==> src/rtl/video_frame_meas.sv <==
// Measures width, height, pixel sum and frame count of a di/de/hs/vs video stream.
// Latency: results and meas_vld_o appear 1 clk after the internal vs-rise cycle (2 edges after vs_i is sampled high).
// Backpressure: none; input is accepted every cycle, output values hold between meas_vld_o pulses.
//
// Ports:
//   clk, rst (sync, active-low)
//   di_i/de_i/hs_i/vs_i : video stream in (hs_i ignored; lines are delimited by de_i)
//   clr_i               : clears stable_o, error flags and the previous-frame reference
//   frame_width_o/frame_height_o/pix_sum_o/frame_cnt_o : last completed frame results
//   meas_vld_o          : one-cycle pulse on every result update
//   err_width_o/err_ovf_o/stable_o : per-frame status
module video_frame_meas #(
    parameter int DATA_WIDTH     = 8,
    parameter int LINE_SIZE_MAX  = 1024,
    parameter int LINE_COUNT_MAX = 1024,
    parameter int CNT_WIDTH      = 11,
    parameter int SUM_WIDTH      = 28
) (
    input  logic                  clk,
    input  logic                  rst,
    input  logic [DATA_WIDTH-1:0] di_i,
    input  logic                  de_i,
    input  logic                  hs_i,
    input  logic                  vs_i,
    input  logic                  clr_i,
    output logic [CNT_WIDTH-1:0]  frame_width_o,
    output logic [CNT_WIDTH-1:0]  frame_height_o,
    output logic [SUM_WIDTH-1:0]  pix_sum_o,
    output logic [15:0]           frame_cnt_o,
    output logic                  meas_vld_o,
    output logic                  err_width_o,
    output logic                  err_ovf_o,
    output logic                  stable_o
);

    localparam logic [CNT_WIDTH-1:0] PIX_MAX  = CNT_WIDTH'(LINE_SIZE_MAX);
    localparam logic [CNT_WIDTH-1:0] LINE_MAX = CNT_WIDTH'(LINE_COUNT_MAX);

    typedef enum logic {S_IDLE, S_MEAS} state_t;

    logic hs_unused;
    assign hs_unused = hs_i;

    // Input stage: everything is seen one cycle late so that the vs edge,
    // the pixel on that edge and the closing line are all evaluated together.
    logic [DATA_WIDTH-1:0] s_di_q;
    logic                  s_de_q, s_vs_q, s_clr_q, de_dly_q, vs_dly_q;

    state_t                state_q, state_d;
    logic [CNT_WIDTH-1:0]  pix_cnt_q, pix_cnt_d, line_cnt_q, line_cnt_d, ref_w_q, ref_w_d;
    logic [SUM_WIDTH-1:0]  pix_sum_q, pix_sum_d;
    logic                  werr_q, werr_d, ovf_q, ovf_d;
    logic [CNT_WIDTH-1:0]  width_q, width_d, height_q, height_d, prev_w_q, prev_w_d, prev_h_q, prev_h_d;
    logic [SUM_WIDTH-1:0]  sum_o_q, sum_o_d;
    logic [15:0]           frame_cnt_q, frame_cnt_d;
    logic                  meas_vld_q, meas_vld_d, err_w_q, err_w_d, err_ovf_q, err_ovf_d;
    logic                  stable_q, stable_d, prev_vld_q, prev_vld_d;

    logic                  vs_rise, de_fall, line_close, latch;
    logic [CNT_WIDTH-1:0]  lc_ref, lc_lines;
    logic                  lc_werr, lc_ovf;
    logic [SUM_WIDTH:0]    sum_ext;

    assign vs_rise    = s_vs_q & ~vs_dly_q;
    assign de_fall    = ~s_de_q & de_dly_q;
    // A line still open when vs rises belongs to the frame that is ending.
    assign line_close = (state_q == S_MEAS) && (de_fall || (vs_rise && de_dly_q));
    assign latch      = (state_q == S_MEAS) && vs_rise;
    assign sum_ext    = {1'b0, pix_sum_q} + (SUM_WIDTH+1)'(s_di_q);

    always_comb begin
        // Frame state as it stands once the closing line (if any) is accounted for.
        lc_ref   = ref_w_q;
        lc_werr  = werr_q;
        lc_ovf   = ovf_q;
        lc_lines = line_cnt_q;
        if (line_close) begin
            if (line_cnt_q == '0) begin
                lc_ref = pix_cnt_q;
            end else if (pix_cnt_q != ref_w_q) begin
                lc_werr = 1'b1;
            end
            if (line_cnt_q == LINE_MAX) begin
                lc_ovf = 1'b1;
            end else begin
                lc_lines = line_cnt_q + 1'b1;
            end
        end
    end

    always_comb begin
        state_d     = state_q;
        pix_cnt_d   = line_close ? '0 : pix_cnt_q;
        pix_sum_d   = pix_sum_q;
        line_cnt_d  = lc_lines;
        ref_w_d     = lc_ref;
        werr_d      = lc_werr;
        ovf_d       = lc_ovf;
        width_d     = width_q;
        height_d    = height_q;
        sum_o_d     = sum_o_q;
        frame_cnt_d = frame_cnt_q;
        meas_vld_d  = 1'b0;
        err_w_d     = err_w_q;
        err_ovf_d   = err_ovf_q;
        stable_d    = stable_q;
        prev_vld_d  = prev_vld_q;
        prev_w_d    = prev_w_q;
        prev_h_d    = prev_h_q;

        // The pixel on the vs-rise cycle is handled below as the new frame's first.
        if ((state_q == S_MEAS) && s_de_q && !vs_rise) begin
            if (pix_cnt_q == PIX_MAX) begin
                ovf_d = 1'b1;
            end else begin
                pix_cnt_d = pix_cnt_q + 1'b1;
            end
            if (sum_ext[SUM_WIDTH]) begin
                pix_sum_d = '1;
                ovf_d     = 1'b1;
            end else begin
                pix_sum_d = sum_ext[SUM_WIDTH-1:0];
            end
        end

        if (latch) begin
            width_d     = lc_ref;
            height_d    = lc_lines;
            sum_o_d     = pix_sum_q;
            err_w_d     = lc_werr;
            err_ovf_d   = lc_ovf;
            frame_cnt_d = frame_cnt_q + 16'd1;
            meas_vld_d  = 1'b1;
            stable_d    = prev_vld_q && (lc_ref == prev_w_q) && (lc_lines == prev_h_q)
                          && !lc_werr && !lc_ovf;
            prev_vld_d  = 1'b1;
            prev_w_d    = lc_ref;
            prev_h_d    = lc_lines;
        end

        if (vs_rise) begin
            state_d    = S_MEAS;
            pix_cnt_d  = s_de_q ? CNT_WIDTH'(1) : '0;
            pix_sum_d  = s_de_q ? SUM_WIDTH'(s_di_q) : '0;
            line_cnt_d = '0;
            ref_w_d    = '0;
            werr_d     = 1'b0;
            ovf_d      = 1'b0;
        end

        // clr beats a coincident latch only for stability; fresh error flags still land.
        if (s_clr_q) begin
            stable_d   = 1'b0;
            prev_vld_d = 1'b0;
            if (!latch) begin
                err_w_d   = 1'b0;
                err_ovf_d = 1'b0;
            end
        end
    end

    always_ff @(posedge clk) begin
        if (!rst) begin
            s_di_q <= '0; s_de_q <= 1'b0; s_vs_q <= 1'b0; s_clr_q <= 1'b0;
            de_dly_q <= 1'b0; vs_dly_q <= 1'b0;
            state_q <= S_IDLE;
            pix_cnt_q <= '0; pix_sum_q <= '0; line_cnt_q <= '0; ref_w_q <= '0;
            werr_q <= 1'b0; ovf_q <= 1'b0;
            width_q <= '0; height_q <= '0; sum_o_q <= '0; frame_cnt_q <= '0;
            meas_vld_q <= 1'b0; err_w_q <= 1'b0; err_ovf_q <= 1'b0; stable_q <= 1'b0;
            prev_vld_q <= 1'b0; prev_w_q <= '0; prev_h_q <= '0;
        end else begin
            s_di_q <= di_i; s_de_q <= de_i; s_vs_q <= vs_i; s_clr_q <= clr_i;
            de_dly_q <= s_de_q; vs_dly_q <= s_vs_q;
            state_q <= state_d;
            pix_cnt_q <= pix_cnt_d; pix_sum_q <= pix_sum_d; line_cnt_q <= line_cnt_d; ref_w_q <= ref_w_d;
            werr_q <= werr_d; ovf_q <= ovf_d;
            width_q <= width_d; height_q <= height_d; sum_o_q <= sum_o_d; frame_cnt_q <= frame_cnt_d;
            meas_vld_q <= meas_vld_d; err_w_q <= err_w_d; err_ovf_q <= err_ovf_d; stable_q <= stable_d;
            prev_vld_q <= prev_vld_d; prev_w_q <= prev_w_d; prev_h_q <= prev_h_d;
        end
    end

    assign frame_width_o  = width_q;
    assign frame_height_o = height_q;
    assign pix_sum_o      = sum_o_q;
    assign frame_cnt_o    = frame_cnt_q;
    assign meas_vld_o     = meas_vld_q;
    assign err_width_o    = err_w_q;
    assign err_ovf_o      = err_ovf_q;
    assign stable_o       = stable_q;

endmodule

==> config.mk <==
export PLATFORM = sky130hd
export DESIGN_NAME = video_frame_meas
export DESIGN_NICKNAME = d
export VERILOG_FILES = /design/src/rtl/video_frame_meas.sv
export SDC_FILE = /design/constraint.sdc
export NUM_CORES = 1
export LEC_CHECK = 0
export CAP_MARGIN = 20
export CELL_PAD_IN_SITES_DETAIL_PLACEMENT = 1
export CELL_PAD_IN_SITES_GLOBAL_PLACEMENT = 2
export CORE_ASPECT_RATIO = 1.25
export CORE_MARGIN = 2
export CORE_UTILIZATION = 30
export CTS_BUF_LIST = sky130_fd_sc_hd__clkbuf_16
export DETAILED_ROUTE_END_ITERATION = 8
export DONT_BUFFER_PORTS = 1
export PLACE_DENSITY_LB_ADDON = 0.1
export SLEW_MARGIN = 20
export SYNTH_ARGS = -nofsm -noshare
export SYNTH_HDL_FRONTEND = slang
export SYNTH_SLANG_ARGS = --single-unit
export TNS_END_PERCENT = 10
==> constraint.sdc <==
create_clock -name clk -period 3.23 [get_ports clk]
set_input_delay 0.646 -clock clk [delete_from_list [all_inputs] [get_ports clk]]
set_output_delay 0.646 -clock clk [all_outputs]
set_load 0.1 [all_outputs]
==> ci_impl_report.md <==
### Flow metrics

| Metric | Value |
|---|---|
| Status | `completed` |
| Sw frac | `0.2441` |
| Floorplan utilization | `0.3047` |
| Max-slew violations | `0` |
| Top area cell types | `dfxtp_1 (42%), nor2_1 (6.2%), nand2_1 (5.2%)` |
| Max IR drop VDD | `0.3352 mV` |
| Yosys simple share | `0.2238` |
| Largest net degree at the start of global routing | `79` |
| Fmax | `approximately 330 MHz` |
| Skew final | `0.007603 ns` |
| Final worst slack | `a little over 0.2 ns` |
| Vias in the first global route | `6,556` |
| Cts repair resizes | `0` |
| Clk buf depth | `2` |
| Worst path arrival time | `3.38 ns` |
| Top Layout Cells | `dfxtp_1 (148), nor2_1 (116), nand2_1 (96)` |
| Worst path cell trace | `inv_1 > ha_1 > or4b_4 > a2111o_1 > nor2_1 > mux2i_1 > o211ai_1 > or4_1 > o21ai_1` |
| Flop2flop setup slack | `0.21 ns` |
| Reg2reg path depth | `9` |
| Htree depth | `4` |
| Top-area cell type share of the netlist area | `0.4249` |
| Post-place setup slack | `~0.23 ns` |
| GP Congestion | `between 0.8 and 0.9` |
| Final Cell Area | `approximately 0.008 mm^2` |
| Antenna-violating nets left | `0` |
| Placed Area | `0.007503 mm^2` |
| Crit-path max FO | `6` |
| Combinational Area | `0.003685 mm^2` |
| Worst-path clk slew | `0.06 ns` |
| Internal | `0.003208 W` |
| First-pass GRT wire length | `roughly 36,000 um` |
| Die height | `around 170 um` |
| I/O pins | `84` |
| CTS Root Cell | `clkbuf_16` |
| Pre-antenna DRT Iters | `4` |
| RSZ-0062 raised after global routing | `false` |
| TritonCTS buffer count | `17` |
| Slew Limit Headroom | `0.2533` |
| Hold crit path type | `input pin to register` |
| Ys async rst share | `0` |
| Yosys chip area | `roughly 0.007 mm^2` |
| Main flop type | `dfxtp_1` |
| Pleak | `roughly 3.0 nW` |
| Cell taking the most area after synthesis | `dfxtp_1` |
| Adder Area Share | `0.02620` |
| Antenna Diode Count | `0` |
| DR iter-0 viols | `200` |
| Net Switching | `0.001036 W` |
| Worst R2R Start | `line_cnt_q[0]$_SDFF_PP0_` |
| Synthesized registers | `148` |
| Hold path start | `rst` |
| Post-Synthesis Cells | `~830` |
| Yosys stat cell total | `828` |
| Max_cap viols | `0` |
| Final Hold Fails | `0` |
| Post-Syn Area | `~0.0070 mm^2` |
| Worst r2r dst | `stable_o$_SDFFE_PP0P_` |
| All-layer global routing usage | `0.1824` |
| Fraction of layout cells with a size suffix above 1 | `0.1079` |
| Combinational power share | `0.060` |
| Setup CP Type | `register to register` |
| CP peak stage delay | `0.55 ns` |
| Fin crit share | `0.9358` |
| Flop area | `0.002963 mm^2` |
| Yosys warning tally | `0` |
| Crit path DRT | `3.58 ns` |
| Syn Nets | `roughly 860` |
| DR DRC count | `0` |
| Final nets | `877` |
| Clock tree sinks | `148` |
| Synth logic family | `simple AND/OR/NAND/NOR gates` |
| Chip area | `around 0.024 mm^2` |
| Cell Pwr Density | `522.9 mW/mm^2` |
| Crit path capture type | `register` |
| CTS Hold Bufs | `0` |
| Syn Area/Cell | `approximately 8.4 um^2` |
[stage by stage]
| step | hold slack (ns) | std cells |
|---|---|---|
| after floorplan | 0.4275 | 828 |
| after global placement | 0.4716 | 1118 |
| after detailed placement | 0.4736 | 1118 |
| after CTS | 0.3283 | 1150 |
| after global routing | 0.3350 | 1150 |
| final | 0.3475 | 1150 |
[flip-flops by register name, indices dropped and copies added, names as in the netlist]
name / cells
ref_w_q: 11
meas_vld_o: 1
prev_vld_q: 1
de_dly_q: 1
s_clr_q: 1
prev_h_q: 11
s_vs_q: 1
pix_sum_q: 28
err_width_o: 1
ovf_q: 1
pix_sum_o: 28
frame_cnt_o: 16
line_cnt_q: 11
stable_o: 1
vs_dly_q: 1
err_ovf_o: 1
pix_cnt_q: 11
s_de_q: 1
prev_w_q: 11
state_q: 1
s_di_q: 8
werr_q: 1
[final cells by class]
class,count,area share
repair buffers,52,0.04809
inverters,28,0.01295
clock buffers,17,0.05240
well taps,288,0.04439
flip-flops and latches,148,0.3650
clock inverters,15,0.02327
multi-input cells,602,0.4539
[power groups by stage]
| stage | clock network [W] | registers, W | logic, W |
|---|---|---|---|
| floorplan | 0 | 0.00197 | 0.000136 |
| global placement | 0 | 0.00192 | 0.000255 |
| detailed placement | 0 | 0.00192 | 0.000259 |
| CTS | 0.00216 | 0.00188 | 0.000261 |
| global route | 0.00224 | 0.00188 | 0.000280 |
| finish | 0.00211 | 0.00188 | 0.000257 |
[how the worst max path moves through the flow]
stage,slack [ns],startpoint,end
finish,0.21,line_cnt_q[0]$_SDFF_PP0_,stable_o$_SDFFE_PP0P_
global route,0.13,line_cnt_q[0]$_SDFF_PP0_,stable_o$_SDFFE_PP0P_
CTS,0.20,line_cnt_q[0]$_SDFF_PP0_,stable_o$_SDFFE_PP0P_
detailed placement,0.23,line_cnt_q[0]$_SDFF_PP0_,stable_o$_SDFFE_PP0P_
global placement,0.26,line_cnt_q[0]$_SDFF_PP0_,stable_o$_SDFFE_PP0P_
floorplan,0.41,line_cnt_q[0]$_SDFF_PP0_,stable_o$_SDFFE_PP0P_
[Yosys cell counts, types with 6 or more instances]
cell,number
nand2_1,96
xor2_1,35
nand4_1,14
a21oi_1,63
a211oi_1,28
and3_1,8
o21ai_0,18
ha_1,13
nand3_1,29
xnor2_1,26
nor4_1,6
nor3_1,10
a31oi_1,9
dfxtp_1,148
nor2_1,116
mux2i_1,17
and4_1,6
and2_1,19
inv_1,27
clkbuf_1,38
[kinds of logic (layout without fill, tap and decap cells)]
group	Yosys count	in the layout
buffers and inverters	78	112
xor gates and xnor gates	62	62
muxes	18	18
AOI/OAI and AO/OA	176	176
adders and majority gates	14	14
DFF	148	148
and+or+nand+nor	332	332
[critical path: cells and delay by family, from the launching register on]
family          cells  cell delay, ns
compound gates      3            0.81
fa+ha+maj           1            0.15
buf+inv             1            0.09
flops               1            0.33
mux                 1            0.34
simple gates        3            1.24
[routing by layer]
layer,track usage,up-vias,part of all wire
met1,0.2146,2911,0.43
met4,0.06608,0,0.021
met2,0.3266,107,0.51
li1,-,2942,-
met3,0.03719,33,0.038
met5,0,-,0
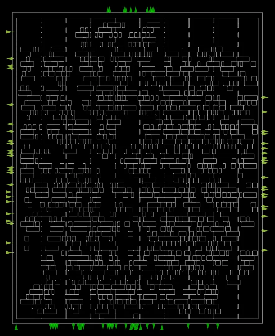
*Placed standard cells*
TAP cells: 288
filler instances: 2,696
Final Util: 0.3547
core area: 0.02288 mm^2

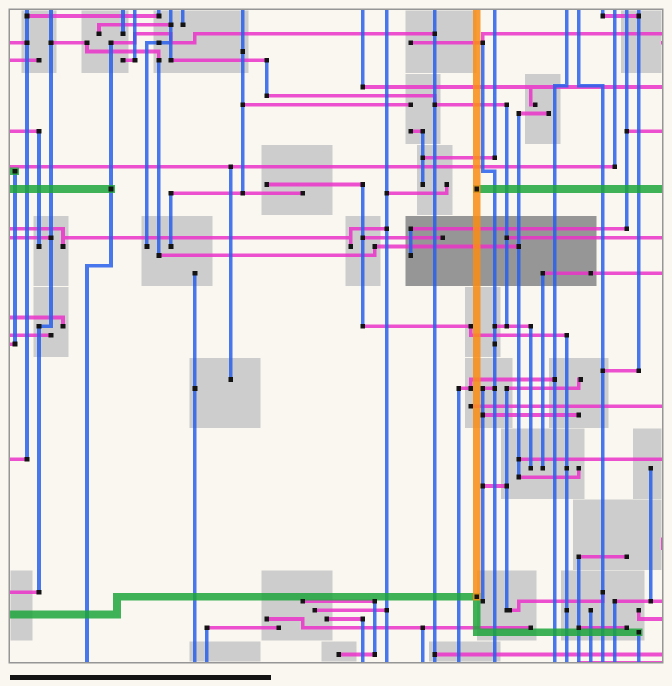
*A small window of the routed layout*
Scale bar: 10 um. Region (58, 40) to (83, 65) um. Cells in grey, sequential cells in the stronger grey; small squares are vias.
layer	colour
M2	blue
M4	orange
M3	green
M1	magenta
netlist names of flops here include	de_dly_q (1)
most frequent	nor2_1 (6), buf_4 (3)
cells with their middle in the window	22
sequential cells in the window	1

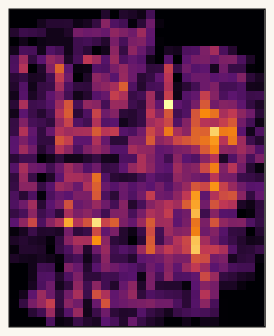
*Wire density map*
28 x 35 tiles, from black (low) to pale yellow (high), scaled to the fullest tile. Values are wire area over tile area, all layers added.
mean over tiles	0.14
nearly empty tiles	13%
fullest tile	0.57
densest ninth of the die	right middle
tiles over half the peak	9.4%

Power and IR drop assume default switching activity.
